Design demod_audio_out, sky130hd; sources not shown.
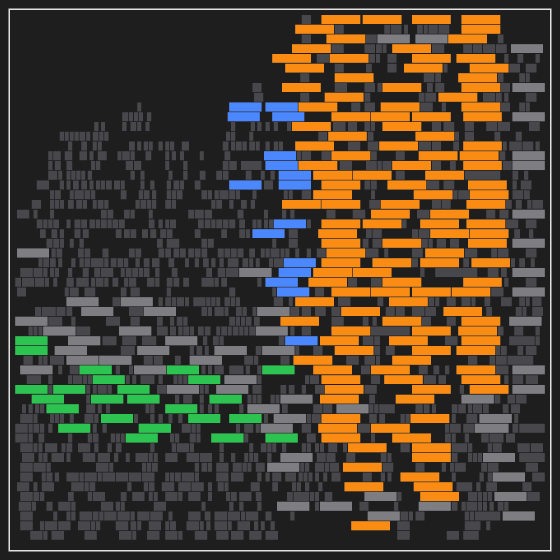
*Sequential cells grouped by signal name, run 1*
Other sequential cells in the stronger grey, the rest of the logic in the fainter grey.
s3_data -> blue  # placed flops 16
s1_x -> green  # placed flops 24
mem -> orange  # placed flops 128
sequential-cell power consumption: 4.44 mW
Final Util: 59.2%
fraction of area in registers: 48.9%
register area: 6300 sq um

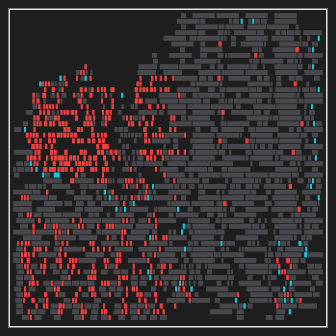
*Selected gate families, run 1*
nand cells -> red  # cells 484
inv cells -> cyan  # cells 52, where widely spread
fraction of standard cell area in multi-input logic: 29.9%
most used logic cell in the final layout: sky130_fd_sc_hd__nand2_1
count of non-filler cells in the finished layout: 1575

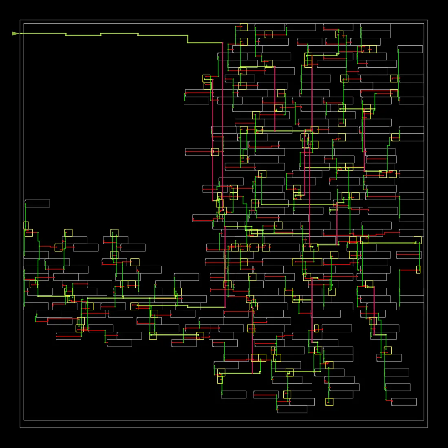
*Clock routing, run 1*
P_clk: 2.86 mW
clock skew: 0.0653 ns
clock buffers: 98
flip-flops: 226
clk ins delay skew pair: 0.69 ns

==> results_tabular.tex, run 1 <==
% Implementation results table
\begin{tabular}{lr}
\hline
Metric & Value \\
\hline
\multicolumn{2}{l}{\textbf{Run status}} \\
Outcome & complete, no violations \\
\multicolumn{2}{l}{\textbf{Floorplan}} \\
Initial standard-cell utilization of the core & 48.9\% \\
Placeable core region & 21800 sq um \\
DIE HEIGHT & 151 um \\
Die width & 151 um \\
Total die size & 22800 sq um \\
\multicolumn{2}{l}{\textbf{GRT}} \\
Antenna violations before repair & 1 \\
Vias in the first global route & 8158 \\
Total global routing track utilization & 22.6\% \\
GR met3 Demand/Resource & 3.98\% \\
\multicolumn{2}{l}{\textbf{Final timing}} \\
Period utilisation layout & 93.2\% \\
Count of final setup violators & 0 \\
RSZ-0062 raised after global routing & false \\
Minimum period implied by the final worst setup slack & 2.70 ns \\
FMAX & 370 MHz \\
Hold slack & 0.181 ns \\
Transition time at the pin with the least slew margin & 0.909 ns \\
\multicolumn{2}{l}{\textbf{Power and ir drop}} \\
Total power & 10.8 mW \\
Switching share of power & 33.8\% \\
\multicolumn{2}{l}{\textbf{Synthesis}} \\
Top cells by area & sky130\_fd\_sc\_hd\_\_edfxtp\_1 36\%, sky130\_fd\_sc\_hd\_\_dfrtp\_1 23\%, sky130\_fd\_sc\_hd\_\_nand2\_1 12\% \\
Floorplan net count & 1203 \\
FFs w/ async S/R, synth & 43.4\% \\
Number of flip-flops and latches in the synthesized netlist & 226 \\
Seq/Total Area, Yosys & 59.2\% \\
Dominant kind of combinational cell & simple AND/OR/NAND/NOR gates \\
Complex Gates by Area & 8.64\% \\
Number of enable-type register cells in the synthesized netlist & 128 \\
Max-area cell share & 36.1\% \\
\multicolumn{2}{l}{\textbf{Route}} \\
Number of vias after detailed routing & 8189 \\
Final routed DRC violation total & 0 \\
Drt via density & 5.20 \\
\multicolumn{2}{l}{\textbf{Layout}} \\
Syn-to-layout area delta & 21.0\% \\
Share of final layout cell area taken by clock buffers and inverters & 6.28\% \\
Number of buffers outside the clock class in the layout & 137 \\
Most frequent logic cells in the routed design & 344 x sky130\_fd\_sc\_hd\_\_nand2\_1, 128 x sky130\_fd\_sc\_hd\_\_edfxtp\_1, 125 x sky130\_fd\_sc\_hd\_\_nand3\_1, 104 x sky130\_fd\_sc\_hd\_\_o21ai\_0, 98 x sky130\_fd\_sc\_hd\_\_clkbuf\_4 \\
Number of logic gates & 772 \\
\multicolumn{2}{l}{\textbf{Clock tree}} \\
Root buffer cell & sky130\_fd\_sc\_hd\_\_clkbuf\_4 \\
Post\_cts resized & 21 \\
Cts-stage hold buffer count & 1 \\
\multicolumn{2}{l}{\textbf{Placed design}} \\
Inst Count DP & 1462 \\
HPWL after DPL & 15.9 mm \\
Worst Setup Slack post-DPL & 0.222 ns \\
\multicolumn{2}{l}{\textbf{Setup path}} \\
Worst R2R Setup Slack & 0.36 ns \\
Crit-path slowest cell & sky130\_fd\_sc\_hd\_\_dfrtp\_2 \\
Buf/Inv on CP & 3 \\
\hline
\end{tabular}
==> run 2, diff against run 1 <==
--- a/config.mk
+++ b/config.mk
@@ -5,13 +5,13 @@
 export SDC_FILE = /design/constraint.sdc
 export NUM_CORES = 1
 export LEC_CHECK = 0
-export ABC_AREA = 1
 export CORE_UTILIZATION = 48
 export CTS_BUF_LIST = sky130_fd_sc_hd__clkbuf_4
 export CTS_CLUSTER_SIZE = 8
 export DETAILED_ROUTE_END_ITERATION = 10
 export HOLD_SLACK_MARGIN = 0.03
 export PLACE_DENSITY = 0.67
+export SETUP_SLACK_MARGIN = 0.05
 export SYNTH_ARGS = -nofsm -noshare
 export SYNTH_HDL_FRONTEND = slang
 export SYNTH_SLANG_ARGS = --single-unit
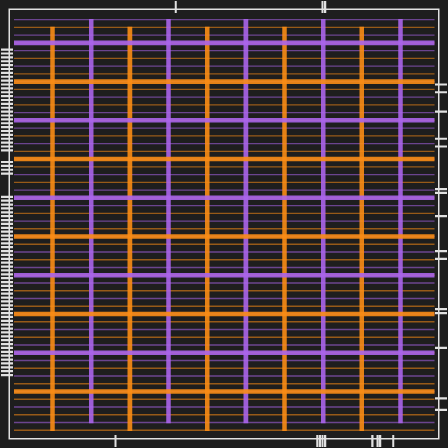
*Power grid, run 2*
Pins as bars on the die edge.
VDD -> purple
VSS -> orange
met5 straps = 10
met4 straps = 10
signal pins = 105
die width: 150 um
maximum vdd drop: 374 uV
DIE HEIGHT: 150 um
placeable core region: 21300 sq um

==> run 2 against run 1 <==
Sequential share of layout area down 0.88 points. Count of clock-buffer cells in the layout down 18. Critical path depth down 2. Via count down 16%. Combinational power down 6.1%. Utilization up 2.4 points. Final area up 1.8%. Fmax down 2.2%.
==> results_tabular.tex, run 2 <==
% Implementation results table
\begin{tabular}{lr}
\hline
Metric & Value \\
\hline
\multicolumn{2}{l}{\textbf{Setup path}} \\
Crit-path slowest cell & sky130\_fd\_sc\_hd\_\_mux4\_2 \\
Worst R2R Setup Slack & 0.27 ns (-0.09 ns) \\
\multicolumn{2}{l}{\textbf{Floorplan}} \\
Total die size & 22600 sq um (-0.82\%) \\
Initial standard-cell utilization of the core & 49.6\% (+0.66 points) \\
\multicolumn{2}{l}{\textbf{Final timing}} \\
Clock skew & 0.0427 ns (-0.0226 ns) \\
RSZ-0062 raised after global routing & true \\
Transition time at the pin with the least slew margin & 1.07 ns (+0.163 ns) \\
Period utilisation layout & 95.2\% (+2.1 points) \\
\multicolumn{2}{l}{\textbf{Layout}} \\
Most frequent logic cells in the routed design & 128 x sky130\_fd\_sc\_hd\_\_edfxtp\_1, 96 x sky130\_fd\_sc\_hd\_\_dfrtp\_1, 86 x sky130\_fd\_sc\_hd\_\_clkdlybuf4s50\_1, 80 x sky130\_fd\_sc\_hd\_\_clkbuf\_4, 71 x sky130\_fd\_sc\_hd\_\_nor2\_1 \\
Syn-to-layout area delta & 24.3\% \\
Share of final layout cell area taken by clock buffers and inverters & 6.01\% (-0.27 points) \\
Register area & 6300 sq um (about the same) \\
Number of logic gates & 460 (-40\%) \\
Number of buffers outside the clock class in the layout & 169 (+23\%) \\
Flip-flops & 226 (unchanged) \\
Fraction of area in registers & 48.0\% (-0.88 points) \\
Count of non-filler cells in the finished layout & 1251 (-21\%) \\
Most used logic cell in the final layout & sky130\_fd\_sc\_hd\_\_edfxtp\_1 \\
Clock buffers & 80 (-18\%) \\
\multicolumn{2}{l}{\textbf{Synthesis}} \\
Number of enable-type register cells in the synthesized netlist & 128 (unchanged) \\
FFs w/ async S/R, synth & 43.4\% (unchanged) \\
Floorplan net count & 844 (-30\%) \\
Complex Gates by Area & 8.38\% (-0.26 points) \\
Dominant kind of combinational cell & multiplexers \\
Top cells by area & sky130\_fd\_sc\_hd\_\_edfxtp\_1 36\%, sky130\_fd\_sc\_hd\_\_dfrtp\_1 23\%, sky130\_fd\_sc\_hd\_\_mux4\_2 10\% \\
Seq/Total Area, Yosys & 59.7\% (+0.50 points) \\
Number of flip-flops and latches in the synthesized netlist & 226 (unchanged) \\
\multicolumn{2}{l}{\textbf{GRT}} \\
Total global routing track utilization & 20.6\% (-2.0 points) \\
Vias in the first global route & 7050 (-14\%) \\
Antenna violations before repair & 0 (-1) \\
GR met3 Demand/Resource & 4.33\% (+0.36 points) \\
\multicolumn{2}{l}{\textbf{Clock tree}} \\
Root buffer cell & sky130\_fd\_sc\_hd\_\_clkbuf\_4 \\
Post\_cts resized & 31 (+48\%) \\
Clk ins delay skew pair & 0.69 ns (about the same) \\
\multicolumn{2}{l}{\textbf{Run status}} \\
Outcome & complete, no violations \\
\multicolumn{2}{l}{\textbf{Placed design}} \\
Worst Setup Slack post-DPL & -0.161 ns (-0.383 ns) \\
HPWL after DPL & 15.0 mm (-5.2\%) \\
\multicolumn{2}{l}{\textbf{Route}} \\
Final routed DRC violation total & 0 (unchanged) \\
Drt via density & 5.47 (+5.3\%) \\
Number of vias after detailed routing & 6849 (-16\%) \\
\multicolumn{2}{l}{\textbf{Power and ir drop}} \\
Sequential-cell power consumption & 4.47 mW (about the same) \\
\hline
\end{tabular}
Power and IR drop assume default switching activity.
